$ cat config.mk
export PLATFORM = sky130hd
export DESIGN_NAME = error_combiner_sequencer_flat
export DESIGN_NICKNAME = d
export VERILOG_FILES = /design/src/rtl/adpll_pkg.sv /design/src/rtl/error_combiner_sequencer_if.sv /design/src/rtl/weighted_mac.sv /design/src/rtl/error_combiner_sequencer.sv /design/src/flat_wrapper.sv
export SDC_FILE = /design/constraint.sdc
export NUM_CORES = 1
export LEC_CHECK = 0
export ABC_CLOCK_PERIOD_IN_PS = 5910
export CAP_MARGIN = 5
export CORE_MARGIN = 2
export CORE_UTILIZATION = 45
export DETAILED_ROUTE_END_ITERATION = 8
export GPL_TIMING_DRIVEN = 0
export PLACE_DENSITY = 0.82
export SYNTH_ARGS = -nofsm -noshare
export SYNTH_HDL_FRONTEND = slang
export SYNTH_SLANG_ARGS = --single-unit
$ cat constraint.sdc
create_clock -name clk_i -period 5.91 [get_ports clk_i]
set_clock_uncertainty 0.05 [all_clocks]
set_input_delay 0.591 -clock clk_i [delete_from_list [all_inputs] [get_ports clk_i]]
set_output_delay 0.591 -clock clk_i [all_outputs]
set_load 0.005 [all_outputs]
$ cat src/rtl/adpll_pkg.sv
`default_nettype none
// ============================================================================
// adpll_pkg : shared types and helpers for the ADPLL error combiner
// Rev 1.0
// ============================================================================
package adpll_pkg;

  localparam int NUM_CH = 4;

  typedef enum logic [1:0] {
    IDLE = 2'd0,
    MAC  = 2'd1,
    DONE = 2'd2
  } seq_state_t;

  // Clip a sign-extended value into the signed range of 'width' bits.
  function automatic logic signed [63:0] saturate(input logic signed [63:0] v,
                                                  input int unsigned width);
    logic signed [63:0] hi;
    logic signed [63:0] lo;
    hi = (64'sd1 <<< (width - 1)) - 64'sd1;
    lo = -(64'sd1 <<< (width - 1));
    if (v > hi)      saturate = hi;
    else if (v < lo) saturate = lo;
    else             saturate = v;
  endfunction

endpackage
`default_nettype wire

$ cat src/rtl/error_combiner_sequencer_if.sv
`default_nettype none
// ============================================================================
// error_combiner_sequencer_if : channel inputs and combined-error outputs
// Rev 1.0
// ============================================================================
interface error_combiner_sequencer_if
  import adpll_pkg::*;
#(
  parameter int WEIGHT_WIDTH = 4,
  parameter int ERROR_WIDTH  = 8
);
  logic                           sample;
  logic [NUM_CH-1:0]              ch_en;
  logic signed [WEIGHT_WIDTH-1:0] weight [NUM_CH];
  logic signed [ERROR_WIDTH-1:0]  error  [NUM_CH];
  logic                           clear_ovr;
  logic signed [ERROR_WIDTH-1:0]  error_comb;
  logic                           valid;
  logic                           busy;
  logic                           sat;
  logic                           overrun;

  modport master (
    output sample, ch_en, weight, error, clear_ovr,
    input  error_comb, valid, busy, sat, overrun
  );

  modport slave (
    input  sample, ch_en, weight, error, clear_ovr,
    output error_comb, valid, busy, sat, overrun
  );
endinterface
`default_nettype wire

$ cat src/rtl/weighted_mac.sv
`default_nettype none
// ============================================================================
// weighted_mac : shared signed multiply-accumulate with gated product
// Rev 1.0
// ============================================================================
module weighted_mac #(
  parameter int ERROR_WIDTH  = 8,
  parameter int WEIGHT_WIDTH = 4
) (
  input  logic                                       clk_i,
  input  logic                                       reset_i,
  input  logic                                       i_clear,
  input  logic                                       i_acc_en,
  input  logic                                       i_gate,
  input  logic signed [ERROR_WIDTH-1:0]              i_err,
  input  logic signed [WEIGHT_WIDTH-1:0]             i_weight,
  output logic signed [ERROR_WIDTH+WEIGHT_WIDTH+1:0] o_acc
);
  localparam int PW = ERROR_WIDTH + WEIGHT_WIDTH;

  logic signed [PW-1:0] w_err_x;
  logic signed [PW-1:0] w_weight_x;
  logic signed [PW-1:0] w_prod;

  assign w_err_x    = {{WEIGHT_WIDTH{i_err[ERROR_WIDTH-1]}}, i_err};
  assign w_weight_x = {{ERROR_WIDTH{i_weight[WEIGHT_WIDTH-1]}}, i_weight};
  assign w_prod     = i_gate ? (w_err_x * w_weight_x) : '0;

  always_ff @(posedge clk_i) begin
    if (reset_i || i_clear) begin
      o_acc <= '0;
    end else if (i_acc_en) begin
      o_acc <= o_acc + {{2{w_prod[PW-1]}}, w_prod};
    end
  end
endmodule
`default_nettype wire

$ cat src/rtl/error_combiner_sequencer.sv
`default_nettype none
// ============================================================================
// error_combiner_sequencer : time-multiplexed weighted loop-error combiner
// Rev 1.0
// ============================================================================
module error_combiner_sequencer
  import adpll_pkg::*;
#(
  parameter int WEIGHT_WIDTH = 4,
  parameter int ERROR_WIDTH  = 8,
  parameter int SHIFT        = 0
) (
  input  logic                       clk_i,
  input  logic                       reset_i,
  error_combiner_sequencer_if.slave  bus
);
  localparam int AW = ERROR_WIDTH + WEIGHT_WIDTH + 2;

  seq_state_t                     r_state;
  seq_state_t                     w_next;
  logic [1:0]                     r_idx;
  logic [NUM_CH-1:0]              r_en;
  logic signed [ERROR_WIDTH-1:0]  r_err [NUM_CH];
  logic signed [WEIGHT_WIDTH-1:0] r_w   [NUM_CH];
  logic signed [ERROR_WIDTH-1:0]  r_comb;
  logic                           r_valid;
  logic                           r_sat;
  logic                           r_ovr;
  logic                           w_start;
  logic                           w_acc_en;
  logic                           w_done;
  logic signed [AW-1:0]           w_acc;
  logic signed [AW-1:0]           w_shifted;
  logic signed [63:0]             w_wide;
  logic                           w_busy;

  assign w_busy = (r_state != IDLE);

  always_comb begin
    w_next   = r_state;
    w_start  = 1'b0;
    w_acc_en = 1'b0;
    w_done   = 1'b0;
    case (r_state)
      IDLE: begin
        if (bus.sample) begin
          w_start = 1'b1;
          w_next  = MAC;
        end
      end
      MAC: begin
        w_acc_en = 1'b1;
        if (r_idx == 2'd3) w_next = DONE;
      end
      DONE: begin
        w_done = 1'b1;
        w_next = IDLE;
      end
      default: w_next = IDLE;
    endcase
  end

  always_ff @(posedge clk_i) begin
    if (reset_i) begin
      r_state <= IDLE;
      r_idx   <= '0;
      r_en    <= '0;
      r_comb  <= '0;
      r_valid <= 1'b0;
      r_sat   <= 1'b0;
      r_ovr   <= 1'b0;
      for (int i = 0; i < NUM_CH; i++) begin
        r_err[i] <= '0;
        r_w[i]   <= '0;
      end
    end else begin
      r_state <= w_next;
      r_valid <= w_done;
      if (w_start) begin
        r_idx <= '0;
        r_en  <= bus.ch_en;
        for (int i = 0; i < NUM_CH; i++) begin
          r_err[i] <= bus.error[i];
          r_w[i]   <= bus.weight[i];
        end
      end else if (w_acc_en) begin
        r_idx <= r_idx + 2'd1;
      end
      if (w_done) begin
        r_comb <= ERROR_WIDTH'(saturate(w_wide, ERROR_WIDTH));
        r_sat  <= (saturate(w_wide, ERROR_WIDTH) != w_wide);
      end
      // A new overrun takes priority over a simultaneous clear.
      if (w_busy && bus.sample) r_ovr <= 1'b1;
      else if (bus.clear_ovr)   r_ovr <= 1'b0;
    end
  end

  weighted_mac #(
    .ERROR_WIDTH  (ERROR_WIDTH),
    .WEIGHT_WIDTH (WEIGHT_WIDTH)
  ) u_mac (
    .clk_i    (clk_i),
    .reset_i  (reset_i),
    .i_clear  (w_start),
    .i_acc_en (w_acc_en),
    .i_gate   (r_en[r_idx]),
    .i_err    (r_err[r_idx]),
    .i_weight (r_w[r_idx]),
    .o_acc    (w_acc)
  );

  assign w_shifted = w_acc >>> SHIFT;
  assign w_wide    = {{(64 - AW){w_shifted[AW-1]}}, w_shifted};

  assign bus.error_comb = r_comb;
  assign bus.valid      = r_valid;
  assign bus.busy       = w_busy;
  assign bus.sat        = r_sat;
  assign bus.overrun    = r_ovr;
endmodule
`default_nettype wire
$ cat src/flat_wrapper.sv
// flat-port wrapper written by rule: the top's interface ports become plain ports
module error_combiner_sequencer_flat import adpll_pkg::*;
#(
  parameter int WEIGHT_WIDTH = 4,
  parameter int ERROR_WIDTH  = 8,
  parameter int SHIFT        = 0
)
  (clk_i, reset_i, bus_sample, bus_ch_en, bus_weight, bus_error, bus_clear_ovr, bus_error_comb, bus_valid, bus_busy, bus_sat, bus_overrun);
  error_combiner_sequencer_if #(.WEIGHT_WIDTH(WEIGHT_WIDTH), .ERROR_WIDTH(ERROR_WIDTH)) bus_i ();
  input  logic clk_i;
  input  logic reset_i;
  input wire logic [$bits(bus_i.sample)-1:0] bus_sample;
  input wire logic [$bits(bus_i.ch_en)-1:0] bus_ch_en;
  input wire logic [$bits(bus_i.weight)-1:0] bus_weight;
  input wire logic [$bits(bus_i.error)-1:0] bus_error;
  input wire logic [$bits(bus_i.clear_ovr)-1:0] bus_clear_ovr;
  output wire logic [$bits(bus_i.error_comb)-1:0] bus_error_comb;
  output wire logic [$bits(bus_i.valid)-1:0] bus_valid;
  output wire logic [$bits(bus_i.busy)-1:0] bus_busy;
  output wire logic [$bits(bus_i.sat)-1:0] bus_sat;
  output wire logic [$bits(bus_i.overrun)-1:0] bus_overrun;
  assign bus_i.sample = bus_sample;
  assign bus_i.ch_en = bus_ch_en;
  assign bus_i.weight = {>>{bus_weight}};
  assign bus_i.error = {>>{bus_error}};
  assign bus_i.clear_ovr = bus_clear_ovr;
  assign bus_error_comb = bus_i.error_comb;
  assign bus_valid = bus_i.valid;
  assign bus_busy = bus_i.busy;
  assign bus_sat = bus_i.sat;
  assign bus_overrun = bus_i.overrun;
  error_combiner_sequencer #(.WEIGHT_WIDTH(WEIGHT_WIDTH), .ERROR_WIDTH(ERROR_WIDTH), .SHIFT(SHIFT)) u_core (.clk_i(clk_i), .reset_i(reset_i), .bus(bus_i));
endmodule
==> notes.md <==
Implementation run completed; key figures follow.

Global routing:
- The global route stage reports its total congestion overflow as 0.
- The initial antenna violation count is 0.
- The run puts the global routing usage on met1 at 24.9%.
- The run puts the aggregate global-route resource usage at 19.8%.
- The run gives the met2 usage in global routing as 33.4%.
- The via count of the first global-routing pass was 3906.
- Entering global routing, the biggest net connects 41 pins.
- The global router reports that the layer with the highest usage is met2.
- The first global-routing pass estimated 18300 um of wire.

CTS:
- The run gives the buffer levels on the longest clock path as 2.
- TritonCTS built the clock tree.
- The run puts the CTS buffer count at 9.
- The run puts the clock latency at the later pin of the worst-skew pair at 0.34 ns.
- The timing report gives the clock slew at the launch and capture registers of the worst setup and hold paths as 0.06 ns.
- The run puts the total of cells resized after clock tree synthesis at 19.
- The run puts the H-tree depth at 3.
- The run gives the cell at the root of the clock tree as clkbuf_16.
- The CTS log lists the clock sinks for this run as 83.
- The number of hold buffers added after CTS was 0.
- Once the clock tree was built, the setup fixing pass inserted 6 buffers.

Worst hold path:
- In the hold timing report, the worst path depth is 2.
- The endpoint of the worst hold path is reported as u_core.bus.error_comb[7]$_SDFFE_PP0P_.
- The worst hold path belongs to the class reg -> reg.
- STA lists the startpoint of the worst hold path as u_core.bus.error_comb[7]$_SDFFE_PP0P_.

Routing:
- The run gives the aggregate routed wire length as 12000 um.
- The run puts the post-route DRC violation count at 0.
- Per the detail_route log, met3 wirelength is 718 um.
- The first detailed-routing pass took 4 iterations.
- In the final routed layout, each cell accounts on average for 16.8 um.
- The run gives the post-detailed-route via-to-cell ratio as 5.59.
- The run puts the routed wire length on met2 at 6030 um.
- The run gives the DRC marker count from the first detailed-route iteration as 220.
- The run gives the total vias in the final route as 3996.
- The run puts the number of antenna-violating nets in the routed design at 0.
- The run gives the routed length on met1 as 4830 um.
- The run gives the highest layer used for signal routing as met4.

Flow run:
- The run gives the number of maximum-capacitance constraint violations as 0.
- Summing over the stages, the warning tally comes to 26.

Critical path:
- The run gives the worst-path cell with the longest stage delay as mux4_2.
- The run gives the sort of element at the start of the critical path as a flip-flop.
- The run puts the stage delay of the slowest cell on the critical path at 0.54 ns.
- STA classifies the critical path endpoint as a flip-flop.
- The run gives the most frequent cell on the critical path as fa_1.
- On the critical path the largest part of the delay comes from adder cells.
- The run puts the number of logic stages on the critical path including buffering at 21.
- STA lists the endpoint of the worst register-to-register path as u_core.u_mac.o_acc[11]$_SDFFE_PP0P_.
- The run puts the maximum net fanout on the critical path at 7.
- The worst setup path is of the reg -> reg kind.
- The run gives the number of buffer and inverter stages on the critical path as 3.
- STA puts the critical path data required time at 6.09 ns.
- The report lists the cells along the critical path as buf_12 > mux4_2 > or2_4 > fa_1 > fa_1 > fa_2 > inv_1 > ha_1 > a21o_1 > a21oi_1 > xnor2_1 > nor2_1 > ha_4 > a2111oi_4 > o21ai_2 > a221oi_2 > buf_4 > o21bai_2 > a21oi_2 > nor4_1 > a311o_1.
- OpenSTA lists the critical path endpoint as u_core.u_mac.o_acc[11]$_SDFFE_PP0P_.

Synth:
- Per the synth stats, the flop cell with the highest instance count is edfxtp_1.
- The run puts the gate count of the mapped netlist at 479.
- In this run, the synthesized area fraction spent on and/or/nand/nor cells is recorded as 20.2%.
- The run gives the summed instance area of the synthesized netlist as 0.00509 sq mm.
- The run puts the part of the Yosys area used for sequential elements at 42.1%.
- The run puts the number of standard cells reported by yosys at 479.
- Yosys reported a register bit count of 83.
- The run gives the total nets after synthesis as 588.
- The synthesized design devotes to its leading area cell type 28.3% of total area.
- The run puts the number of flops mapped to enable cells by yosys at 48.
- The run puts the multiplexer share of the synthesized area at 6.20%.
- The run gives the main kind of combinational logic by area as simple AND/OR/NAND/NOR gates.
- Ranked by total cell area, the synthesized netlist is headed by edfxtp_1 28%, dfxtp_1 14%, and2_1 9.1%.
- The run puts the area share of fa/ha/maj cells after synthesis at 15.7%.
- The run puts the xor-xnor portion of the synthesized cell area at 2.24%.
- The run gives the unique cell type count in the Yosys netlist as 49.
- The run gives the chip area line of the yosys report as 0.00509 sq mm.
- The run gives the yosys warning tally as 0.
- The run gives the most popular library cell in the synthesized design by count as and2_1.
- The run gives the mean area per synthesized cell as 10.6 sq um.

Final layout:
- The run puts the share of final layout cell area taken by non-clock buffers at 13.2%.
- The run gives the number of fillers in the final layout as 838.
- Among logic cells in the layout, the one with the most instances is and2_1.
- The run puts the sequential cell count at 83.
- The register with the most flip-flops in the layout has 32 of them.
- The run puts the fraction of area in clock buffers and inverters at 4.48%.
- The run puts the count of non-CTS buffers in the layout at 95.
- The run gives the count of non-CTS inverters in the layout as 25.
- In the final layout, flip-flops and latches occupy 0.00215 sq mm.
- The run gives the final non-filler cell total as 715.
- u_core.r_err holds more flip-flops than any other register.
- The run gives the area of the multi-input gates as 0.00296 sq mm.
- The run gives the count of multi-input gates as 357.
- The run puts the fraction of the core area covered by cells at the end of the flow at 59.8%.
- The library cells used most frequently in the layout, excluding fill and tap cells, are 74 x and2_1, 67 x clkdlybuf4s50_1, 48 x edfxtp_1.
- The layout has 14 clock buffers.
- The run puts the number of nets in the layout at 680.
- The run puts the share of cells above drive strength 1 at 12.9%.
- The run gives the fraction of area in registers as 32.8%.
- The registers reported with the highest flop counts are u_core.r_err x32, u_core.r_w x16, u_core.u_mac.o_acc x14.
- The run puts the area overhead of the layout relative to synthesis at 28.5%.

Final timing:
- The run puts the worst slew margin relative to its limit at 46.3%.
- The run gives the number of hold-slack violations in the final timing report as 0.
- The run gives the share of the cycle needed by the critical path after routing as 97.1%.
- The run gives the setup TNS after final layout as 0 ns.
- The run puts the final worst hold slack at 0.407 ns.
- The run puts the timing-limited maximum frequency at 174 MHz.
- The final timing report lists a max-slew violation count of 0.
- The run puts the shortest period the worst path allows at 5.74 ns.
- At the pin with the least slew margin, the transition time is 0.801 ns.
- The final report lists the setup-violating endpoint count as 0.

Die:
- Measured along the y axis, the die boundary spans 110 um.
- The run gives the area of the chip as 0.0122 sq mm.
- The run puts the standard cell core area at 0.0109 sq mm.
- The run puts the top-level port count at 68.
- The flow inserted 140 tap cells.
- The run puts the width of the die at 110 um.
- The floorplan step records an initial core utilization of 46.5%.

Power and ir drop:
- In this run the power spent charging and discharging nets is 0.000438 W.
- The clock network consumes a total of 0.000554 W.
- The run puts the combinational logic power at 0.000386 W.
- The run gives the part of the total power dissipated in combinational logic as 24.0%.
- The run gives the fraction of power spent switching nets as 27.3%.
- The flow reports power dissipated in sequential cells as 0.000666 W.
- The run puts the cell area power density at 246 mW/mm^2.
- The run gives the fraction of power consumed by sequential logic as 41.5%.
- The run puts the share of total power in the clock network at 34.5%.
- The run gives the group drawing the most power as sequential cells.
- The run puts the internal power contribution at 0.00117 W.
- The final power report lists total power as 0.00161 W.

Place:
- The run gives the number of I/O port buffers as 67.
- The run puts the global placement routability congestion at 0.883.
- The run gives the number of placed instances with taps included as 687.
- The placed instances occupy a cell area of 0.00595 sq mm.
- The run gives the detailed-placement wirelength estimate as 8540 um.

Run status:
- The flow ran to the end, and the final reports show no timing, DRC or antenna violations.
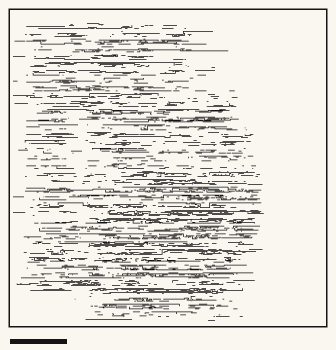
**Above:** signal wires on met1.
The bar under the picture is 20 um long.
wire length on this layer: 4830 um
longest straight run: 37.7 um
nets with wire on the layer: 614
main direction: horizontal

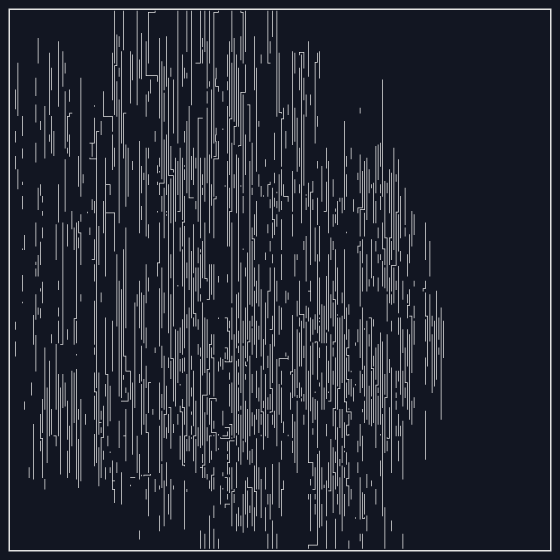
**Above:** met2 routing.
main direction: vertical
nets with wire on the layer: 606
longest straight run: 52.4 um

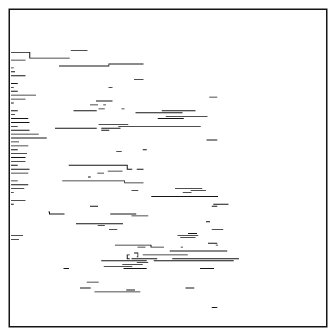
**Above:** signal wires on met3.
longest straight run: 28.5 um
main direction: horizontal

No activity file was given, so power comes from the tool's default toggle rates.
